Design divider, sky130hd; sources not shown.
Run 1, supply network:
Scale: 3 px per um. Pins as bars on the die edge. Tap cells in grey.
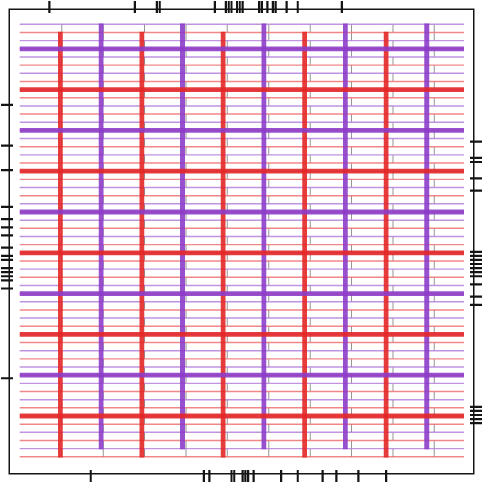
[purple] VDD
[red] VSS
rows: 53
tap cells: 275
met4 straps: 10
met1 rails: 54
signal pins: 70
Std-Cell Core Area: 21400 sq um
Die Wd: 154 um
die height: 154 um

Run 1, cells coloured by class:
Scale: 3 px per um. Fill, decap, tap and diode cells in grey.
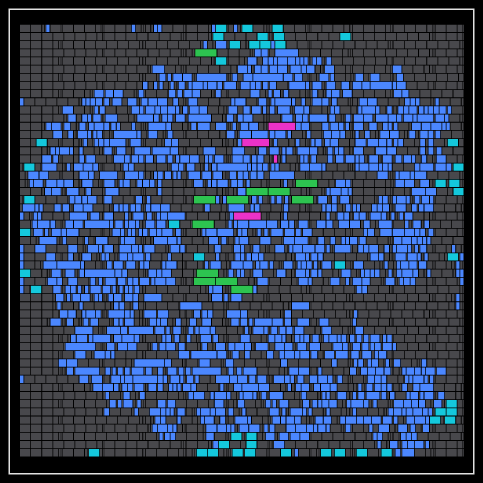
[green] registers | cells: 12
[cyan] remaining buffers and delay cells | cells: 46
[blue] remaining logic cells | cells: 1198
[magenta] clock drivers and dummy loads | cells: 4
# rows: 53
Seq area share: 2.59%

Run 1, routed clock nets over the placement:
Scale: 2 px per um.
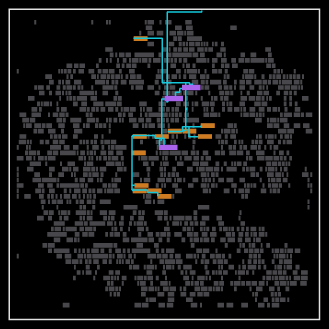
[cyan] clock wires | length: 291 um
[purple] clock-net drivers | count: 3
[orange] flip-flops | count: 12
flops lie: middle
clk ins delay skew pair: 0.24 ns
Max Clock Skew: 0 ns

==> flow_summary.ini, run 1 <==
; implementation run metrics
[clocking]
hold_buffers = 0
numCtsBuffers = 3
htreeDepth = 1
root_buffer = clkbuf_16
clk_pin_slew_ns = 0.05
cts_buffer_depth = 2
cts_setup_buffers = 0
cts_tree = done
cts_resized = 0
cts.sinks = 12

[global_routing]
grtUsageTotal_pct = 19.3
grt_pass1_vias = 8287
grt_pass1_wl_mm = 40.9
grt_util_met1_pct = 27.9
grt_use_met2_pct = 32.2
antenna_found_initial = 0
busiest_layer = met2
grt_max_degree = 22
grt-ovfl-total = 0
met3_usage_pct = 1.20

[cells_and_area]
clkCellAreaFrac_pct = 0.848
regArea_sq_um = 240
nFillCells = 2260
largest_reg_flops = 9
final_util_pct = 43.5
lay_top_cells = nor2_1, nand2_1, a21oi_1
flops = 12
logic_area_sq_um = 8010
nets = 1297
largest_cell_class = logic gates
comb_share_pct = 86.2
final_cell_area_sq_um = 9290
mostFrequentLayoutCell = nor2_1
nClkBuffers = 3
inverters = 42
instances_no_fill = 1535
nNonClkBuffers = 46
areaGrowthSynthToFinish_pct = 5.50
buf_share_pct = 4.96
drive_above_1_share_pct = 9.76
diodes = 0
logic_gates = 1156

[routing]
wl_met2_mm = 11.5
drt-pass1-iter-count = 5
routed.top_layer = met4
wl_mm = 25.1
drt_iter0_drc = 711
ant_nets = 0
drc = 0
vias = 9656
routed-wl-met3_mm = 1.29
viasPerCell = 6.29
met1_length_mm = 12.1
wire_per_inst_um = 16.4

[yosys]
ys_types = 136
synth_area_sq_um = 8810
simple_gate_share_pct = 28.9
logic_family = AND-OR/OR-AND gates
synthMuxAreaShare_pct = 6.69
xor_share_pct = 10.4
syn_inst = 1277
ys_seq_share_pct = 2.73
numSynthFlops = 12
most_common_cell = nor2_1
yosys.area_share.adder_pct = 1.28
yosysCellCount = 1277
aoi_share_pct = 42.7
top_cells_by_count = nor2_1, nand2_1, a21oi_1, xnor2_1, o21ai_0
postSynth.topFlopCell = dfxtp_1
top_cell_area_share_pct = 6.86
synthArstFlopShare_pct = 0
yosys_warnings = 0
edf_count = 0
yosys_area_sq_um = 8810
syn_area_per_cell_sq_um = 6.90

[critical_path]
crit_required_ns = 53.14
slowest_delay_ns = 0.80
crit_type = input pin to register
critPathLaunchType = input pin
critPathMaxFanout = 19
cpLargestDelayFamily = AND-OR/OR-AND gates
crit_cells = 69
crit_top_cell = a21oi_1
path_buffers = 3
timing.reg2reg.setup_slack_ns = 52.17
rr_worst_depth = 2
cp.arrival_ns = 28.34
endpoint_kind = register

[sta]
fmaxAchievable_mhz = 35.5
rsz0062_at_grt = no
post-route-period-util_pct = 53.2
setup_viol = 0
tightest_slew_ns = 0.989
whs_ns = 0.491
setup_tns_ns = 0
relSlewSlack_pct = 34.0
maxSlewViolCount = 0
finalCriticalPeriod_ns = 28.20
hold_viol = 0
setup_ws_ns = 24.80

[placed_design]
dpl.cell_count = 1531
dp_hpwl_mm = 19.6
gp_congestion = 0.902
pre_cts_ws_ns = 25.00
placed_cell_area_sq_um = 9210
io_buffer_count = 46

[floorplan]
ios = 70
tap_cells = 275
fp_util_pct = 41.2
dieArea_sq_um = 23800

[worst_hold_path]
worst_hold_path_type = register to register
min_delay_path_depth = 2

[job]
log.warning_count = 26
drv_cap = 0

[status]
status = completed
Run 1, congestion heat map:
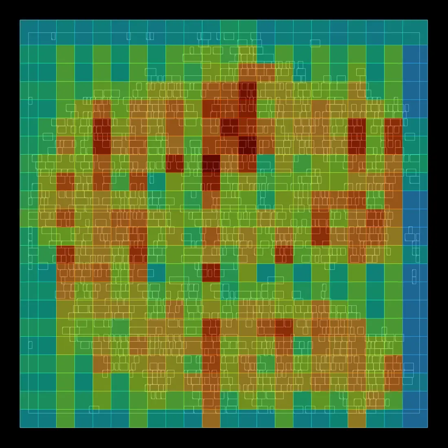

## Run 2: what changed since run 1
==> constraint.sdc (replaced) <==
create_clock -name clk -period 29.6 [get_ports clk]
set_input_delay 2.96 -clock clk [delete_from_list [all_inputs] [get_ports clk]]
set_output_delay 2.96 -clock clk [all_outputs]
set_load 0.005 [all_outputs]
Run 2, congestion heat map:
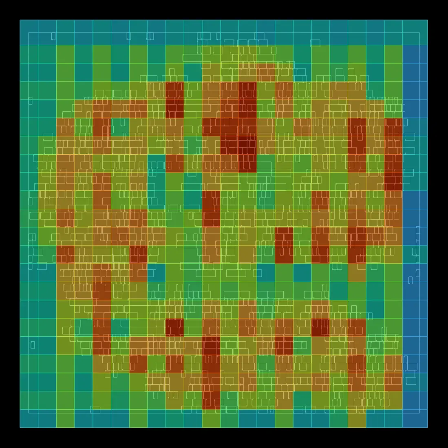
GRT busiest layer: met2
WL per Instance: 16.3 um
final core utilization: 43.5%
met1 usage: 28.3%

==> flow_summary.ini, run 2 <==
; implementation run metrics
[routing]
drt_iter0_drc = 727
drt-pass1-iter-count = 5
met1_length_mm = 12.0
routed-wl-met3_mm = 1.14
ant_nets = 0
wl_met2_mm = 11.6
drc = 0
vias = 9670
wl_mm = 25.0
routed.top_layer = met4
viasPerCell = 6.30

[placed_design]
pre_cts_ws_ns = 3.82
dpl.cell_count = 1531
gp_congestion = 0.904
io_buffer_count = 46
placed_cell_area_sq_um = 9210
dp_hpwl_mm = 19.6

[cells_and_area]
buf_share_pct = 4.96
comb_share_pct = 86.2
lay_top_cells = nor2_1, nand2_1, a21oi_1
largest_cell_class = logic gates
flops = 12
regArea_sq_um = 240
nFillCells = 2229
seq-cell-share_pct = 2.59
nClkBuffers = 3
nNonClkBuffers = 46
clkCellAreaFrac_pct = 0.848
largest_reg_flops = 9
areaGrowthSynthToFinish_pct = 5.50
inverters = 42
instances_no_fill = 1535
drive_above_1_share_pct = 9.76
nets = 1297
logic_area_sq_um = 8010
logic_gates = 1156
final_cell_area_sq_um = 9290
diodes = 0
mostFrequentLayoutCell = nor2_1

[clocking]
cts_setup_buffers = 0
cts_buffer_depth = 2
cts_tree = done
cts_resized = 0
numCtsBuffers = 3
htreeDepth = 1
root_buffer = clkbuf_16
clk_pin_slew_ns = 0.05
worstSkewPairLatency_ns = 0.24
hold_buffers = 0
cts.sinks = 12

[critical_path]
critPathLaunchType = input pin
crit_type = input pin to register
endpoint_kind = register
timing.reg2reg.setup_slack_ns = 28.72
cpMaxStageDelayCell = a21oi_1
rr_worst_depth = 2
critPathMaxFanout = 19
path_buffers = 3
crit_top_cell = a21oi_1
slowest_delay_ns = 0.79
crit_cells = 69
crit_required_ns = 29.73
cp.arrival_ns = 26.03
cpLargestDelayFamily = AND-OR/OR-AND gates

[yosys]
aoi_share_pct = 42.7
xor_share_pct = 10.4
logic_family = AND-OR/OR-AND gates
simple_gate_share_pct = 28.9
yosys_area_sq_um = 8810
yosys_warnings = 0
synthMuxAreaShare_pct = 6.69
syn_inst = 1277
synthArstFlopShare_pct = 0
ys_top_cells_by_area = xnor2_1, nor2_1, a21oi_1
yosys.area_share.adder_pct = 1.28
synth_area_sq_um = 8810
numSynthFlops = 12
ys_seq_share_pct = 2.73
ys_types = 136
most_common_cell = nor2_1
edf_count = 0
top_cell_area_share_pct = 6.86
syn_area_per_cell_sq_um = 6.90
postSynth.topFlopCell = dfxtp_1
yosysCellCount = 1277
top_cells_by_count = nor2_1, nand2_1, a21oi_1, xnor2_1, o21ai_0

[global_routing]
grt_pass1_vias = 8415
met3_usage_pct = 1.57
grtUsageTotal_pct = 19.5
antenna_found_initial = 0
grt-ovfl-total = 0
grt_pass1_wl_mm = 41.5
grt_max_degree = 22
grt_use_met2_pct = 32.0

[floorplan]
core_area_sq_um = 21400
dieArea_sq_um = 23800
die_h_um = 154
fp-row-count = 53
ios = 70
fp_util_pct = 41.2
die_width_um = 154
tap_cells = 275

[job]
drv_cap = 0
log.warning_count = 26

[sta]
whs_ns = 0.492
maxSlewViolCount = 0
setup_tns_ns = 0
setup_viol = 0
relSlewSlack_pct = 34.8
rsz0062_at_grt = no
tightest_slew_ns = 0.978
hold_viol = 0
setup_ws_ns = 3.70
fin_worst_skew_ns = 0
post-route-period-util_pct = 87.5
fmaxAchievable_mhz = 38.6
finalCriticalPeriod_ns = 25.90

[worst_hold_path]
worst_hold_path_type = register to register
min_delay_path_depth = 2

[status]
status = completed
